File: config.mk
export PLATFORM = sky130hd
export DESIGN_NAME = alu_sequencer
export DESIGN_NICKNAME = d
export VERILOG_FILES = /design/src/rtl/alu_pkg.sv /design/src/rtl/alu_sequencer.sv
export SDC_FILE = /design/constraint.sdc
export NUM_CORES = 1
export LEC_CHECK = 0
export CORE_ASPECT_RATIO = 1.4
export CORE_MARGIN = 2
export CORE_UTILIZATION = 25
export DETAILED_ROUTE_END_ITERATION = 6
export GPL_TIMING_DRIVEN = 0
export SYNTH_ARGS = -nofsm -noshare
export SYNTH_HDL_FRONTEND = slang
export SYNTH_SLANG_ARGS = --single-unit
File: constraint.sdc
create_clock -name clk -period 4.9 [get_ports clk]
set_input_delay 0.98 -clock clk [delete_from_list [all_inputs] [get_ports clk]]
set_output_delay 0.98 -clock clk [all_outputs]
set_load 0.005 [all_outputs]
File: src/rtl/alu_pkg.sv
// Shared ALU definitions: datapath width, op codes, sequencer states and
// op-class helpers keyed on the 4-bit {funct3, funct7[5]} code.
package alu_pkg;

    localparam int XLEN = 32;
    localparam int SHW  = $clog2(XLEN);

    localparam logic [2:0] F3_ADD  = 3'b000;
    localparam logic [2:0] F3_SLL  = 3'b001;
    localparam logic [2:0] F3_SLT  = 3'b010;
    localparam logic [2:0] F3_SLTU = 3'b011;
    localparam logic [2:0] F3_XOR  = 3'b100;
    localparam logic [2:0] F3_SR   = 3'b101;
    localparam logic [2:0] F3_OR   = 3'b110;
    localparam logic [2:0] F3_AND  = 3'b111;

    localparam logic [3:0] OP_ADD  = 4'h0;
    localparam logic [3:0] OP_SUB  = 4'h1;
    localparam logic [3:0] OP_SLL  = 4'h2;
    localparam logic [3:0] OP_SLT  = 4'h4;
    localparam logic [3:0] OP_SLTU = 4'h6;
    localparam logic [3:0] OP_XOR  = 4'h8;
    localparam logic [3:0] OP_SRL  = 4'hA;
    localparam logic [3:0] OP_SRA  = 4'hB;
    localparam logic [3:0] OP_OR   = 4'hC;
    localparam logic [3:0] OP_AND  = 4'hE;

    typedef enum logic [1:0] {
        IDLE  = 2'd0,
        EXEC  = 2'd1,
        SHIFT = 2'd2,
        DONE  = 2'd3
    } state_t;

    function automatic logic is_shift(input logic [3:0] code);
        return (code == OP_SLL) || (code == OP_SRL) || (code == OP_SRA);
    endfunction

    function automatic logic is_legal(input logic [3:0] code);
        case (code)
            OP_ADD, OP_SUB, OP_XOR, OP_OR, OP_AND, OP_SLT, OP_SLTU: return 1'b1;
            default: return 1'b0;
        endcase
    endfunction

endpackage

File: src/rtl/alu_sequencer.sv
// Execute-stage sequencer around an external single-step ALU; shifts run as
// shamt 1-bit passes. Define ALU_SEQ_ILLEGAL_CHK_EN to flag illegal op codes.
module alu_sequencer
    import alu_pkg::*;
(
    input  logic            clk,
    input  logic            rst_n,
    input  logic            in_valid,
    output logic            in_ready,
    input  logic [2:0]      in_funct3,
    input  logic [6:0]      in_funct7,
    input  logic [XLEN-1:0] in_a,
    input  logic [XLEN-1:0] in_b,
    output logic            out_valid,
    input  logic            out_ready,
    output logic [XLEN-1:0] out_res,
    output logic            out_err,
    output logic [2:0]      alu_funct3,
    output logic [6:0]      alu_funct7,
    output logic [XLEN-1:0] alu_s1,
    output logic [XLEN-1:0] alu_s2,
    input  logic [XLEN-1:0] alu_res
);

    state_t          state;
    logic [2:0]      f3;
    logic            f7b5;
    logic [XLEN-1:0] acc;
    logic [XLEN-1:0] b;
    logic [XLEN-1:0] res;
    logic [SHW-1:0]  cnt;

    logic [3:0]      in_code;
    logic [SHW-1:0]  in_shamt;
    logic            unused_f7;

    assign in_code   = {in_funct3, in_funct7[5]};
    assign in_shamt  = in_b[SHW-1:0];
    assign unused_f7 = ^{in_funct7[6], in_funct7[4:0]};

    // ALU operands come straight from registers so they stay deterministic
    // outside EXEC/SHIFT.
    assign alu_funct3 = f3;
    assign alu_funct7 = {1'b0, f7b5, 5'b0};
    assign alu_s1     = acc;
    assign alu_s2     = b;

    assign in_ready  = (state == IDLE);
    assign out_valid = (state == DONE);
    assign out_res   = res;

`ifdef ALU_SEQ_ILLEGAL_CHK_EN
    logic err;
    assign out_err = err;
`else
    assign out_err = 1'b0;
`endif

    always_ff @(posedge clk or negedge rst_n) begin
        if (!rst_n) begin
            state <= IDLE;
            f3    <= '0;
            f7b5  <= 1'b0;
            acc   <= '0;
            b     <= '0;
            res   <= '0;
            cnt   <= '0;
`ifdef ALU_SEQ_ILLEGAL_CHK_EN
            err   <= 1'b0;
`endif
        end else begin
            case (state)
                IDLE: begin
                    if (in_valid) begin
                        f3   <= in_funct3;
                        f7b5 <= in_funct7[5];
                        acc  <= in_a;
                        b    <= in_b;
`ifdef ALU_SEQ_ILLEGAL_CHK_EN
                        err  <= 1'b0;
`endif
                        if (is_shift(in_code)) begin
                            if (in_shamt == '0) begin
                                res   <= in_a;
                                state <= DONE;
                            end else begin
                                cnt   <= in_shamt;
                                state <= SHIFT;
                            end
`ifdef ALU_SEQ_ILLEGAL_CHK_EN
                        end else if (!is_legal(in_code)) begin
                            res   <= '0;
                            err   <= 1'b1;
                            state <= DONE;
`endif
                        end else begin
                            state <= EXEC;
                        end
                    end
                end
                EXEC: begin
                    res   <= alu_res;
                    state <= DONE;
                end
                SHIFT: begin
                    acc <= alu_res;
                    cnt <= cnt - 1'b1;
                    if (cnt == SHW'(1)) begin
                        res   <= alu_res;
                        state <= DONE;
                    end
                end
                DONE: begin
                    if (out_ready)
                        state <= IDLE;
                end
                default: state <= IDLE;
            endcase
        end
    end

endmodule

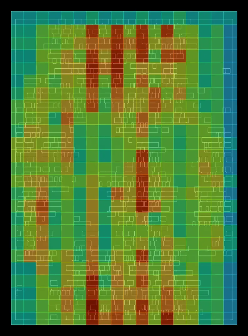
(congestion heat map)
global routing's busiest layer: met2
met3 Use GR: 0.0269
All-Layer GR Usage: 0.152

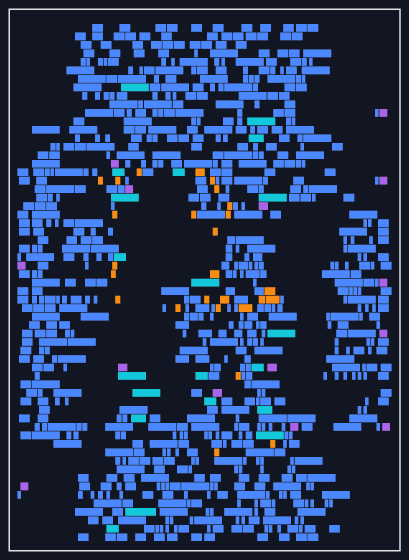
(drive-strength map)
[orange] _2 cells | cells: 26 | share: 3.4%
[cyan] _6 and larger | cells: 20 | share: 2.6%
[blue] _0 and _1 cells | cells: 696 | share: 92%
[purple] _3 and _4 cells | cells: 14 | share: 1.9%

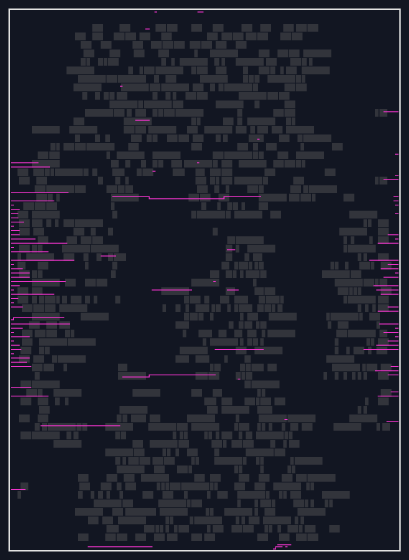
(signal wires on met3)
Cells faint in the background.
share of all routed wire: 3.6%
main direction: horizontal

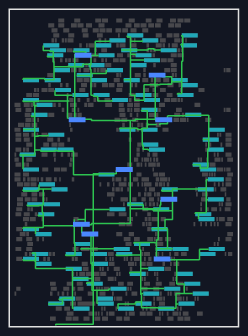
(clock distribution)
[green] clock wires | length: 1630 um
[cyan] flip-flops | count: 107
[blue] clock drivers | count: 9
routed clock nets: 10

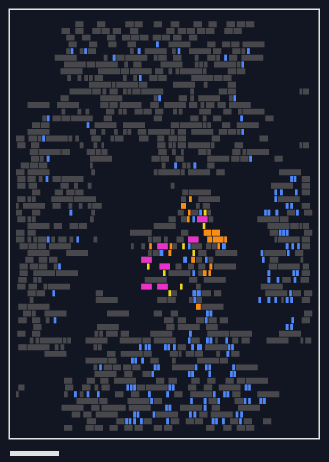
(gate-type map)
Bar = 20 um.
[orange] nor cells | cells: 18
[magenta] fa/ha/maj cells | cells: 7 | where: middle
[yellow] inv cells | cells: 8 | where: middle
[blue] nand cells | cells: 152 | where: spread over the die

-- Yosys cell counts, drive strengths merged --
master / n / area, um^2
a211o: 1 / 8.76
nand3: 5 / 25.0
o22ai: 1 / 6.26
inv: 8 / 30.0
a22oi: 1 / 7.51
o31ai: 1 / 7.51
o21a: 1 / 7.51
dfrtp: 107 / 2680
nor3b: 1 / 12.5
nand2: 146 / 548
a311o: 1 / 10.0
mux2i: 66 / 661
and3: 3 / 18.8
clkbuf: 5 / 18.8
o21ai: 37 / 189
o211ai: 2 / 15.0
a311oi: 2 / 17.5
o32ai: 1 / 8.76
nand2b: 1 / 6.26
nor2b: 1 / 6.26
a211oi: 1 / 7.51
a21oi: 66 / 338
nor4: 1 / 6.26
nor3: 3 / 20.0
conb: 1 / 3.75
nor4b: 1 / 8.76
a31oi: 4 / 31.3
buf: 38 / 245
nor2: 11 / 43.8
ha: 7 / 87.6
and2: 4 / 27.5
-- cells by family (layout without fill, tap and decap cells) --
kind of cell | Yosys count | in the layout | synth area share
AND-OR/OR-AND | 119 | 119 | 0.128
other | 1 | 8 | 0.000735
flip-flops | 107 | 107 | 0.525
AND/OR/NAND/NOR | 177 | 177 | 0.142
adder cells (fa/ha/maj) | 7 | 7 | 0.0172
multiplexers | 66 | 66 | 0.130
buffers and inverters | 51 | 273 | 0.0576
-- routing by layer --
metal,vias up,GRT usage
li1,2228,-
met5,-,0
met1,2140,0.172
met4,0,0.0637
met3,20,0.0269
met2,108,0.278
-- final cells by class --
type	instances	share of cell area
clock buffers	12	0.0341
diodes	1	0.000320
flip-flops and latches	107	0.342
well taps	252	0.0403
multi-input cells	376	0.275
repair buffers	206	0.266
clock inverters	4	0.00432
plain buffers	43	0.0337
inverters	8	0.00384
-- metrics by stage --
step / util / area [um^2] / cells / hold slack (ns) / setup WS (ns)
floorplan: - / 5120 / 534 / 0.447 / 2.83
global placement: 0.376 / 7490 / 991 / 0.456 / -1.64
detailed placement: 0.377 / 7520 / 992 / 0.461 / 1.93
CTS: 0.393 / 7820 / 1008 / 0.479 / 2.23
global route: 0.393 / 7820 / 1009 / 0.498 / 2.19
finish: 0.393 / 7820 / 1009 / 0.474 / 2.29
-- power by group --
group	internal, uW	switching, uW
clock network	390	355
registers	1330	241
logic	1480	1420
total	3200	2020
-- worst reg2reg max path: stages, from the launching register on --
cell      delay, ns
dfrtp_1        0.43
inv_1          0.09
ha_1           0.21
buf_6          0.15
and2_4         0.15
buf_6          0.12
a21oi_2        0.35
clkbuf_1       0.44
o21ai_0        0.17
-- sequential cells by signal, indices dropped and copies added (netlist names) --
signal	count
alu_s2	32
alu_s1	32
state	2
out_res	32
f7b5	1
cnt	5
alu_funct3	3
-- how the worst min path moves through the flow --
stage / to
4_1_cts: alu_s2[3]
5_1_grt: alu_s2[14]
3_3_place_gp: alu_s2[4]
6_report: alu_s2[3]
3_5_place_dp: alu_s2[4]
2_1_floorplan: f7b5
==> flow_metrics.py <==
# Generated from Yosys and OpenROAD reports
metrics = {
    "run_status": {
        "status": "finished, final reports clean",
    },
    "global_routing": {
        "grt_max_degree": 65,
        "grt_pass1_vias": 4581,
    },
    "route": {
        "avgRoutedWirePerCell_um": 16.4,
        "drt-initial-drc-count": 130,
        "num_vias": 4496,
    },
    "cts": {
        "clock-sinks": 107,
        "clk_pin_slew_ns": 0.07,
    },
    "power": {
        "irDropWorstVdd_mv": 0.271,
        "power.total_uw": 5220,
    },
    "die": {
        "core_util_floorplan": 0.256,
    },
    "worst_setup_path": {
        "crit_path_max_incr_delay_ns": 0.54,
        "cp_data_required_time_ns": 3.92,
        "regToRegSetupSlack_ns": 2.66,
        "crit_path_max_fanout": 4,
        "cp_num_buf_inv": 2,
        "ff2ff_path_depth": 8,
    },
    "final_timing": {
        "setup_tns_ns": 0,
        "period_used_share": 0.532,
        "worst_pin_slew_ns": 0.800,
        "period_needed_ns": 2.61,
        "slew_violations": 0,
        "max_freq_mhz": 384,
    },
    "yosys": {
        "ys_cells": 528,
        "syn_area_um2": 5100,
        "yosysWarningCount": 0,
    },
    "final_layout": {
        "mostFrequentLayoutCells": "204 x clkdlybuf4s50_1, 146 x nand2_1, 107 x dfrtp_1",
        "nets": 868,
    },
    "place": {
        "place_hpwl_um": 12300,
    },
    "worst_hold_path": {
        "min_path_type": "reg2reg",
        "hold_path_depth": 2,
    },
}
Power is estimated from default activity; no workload was simulated.
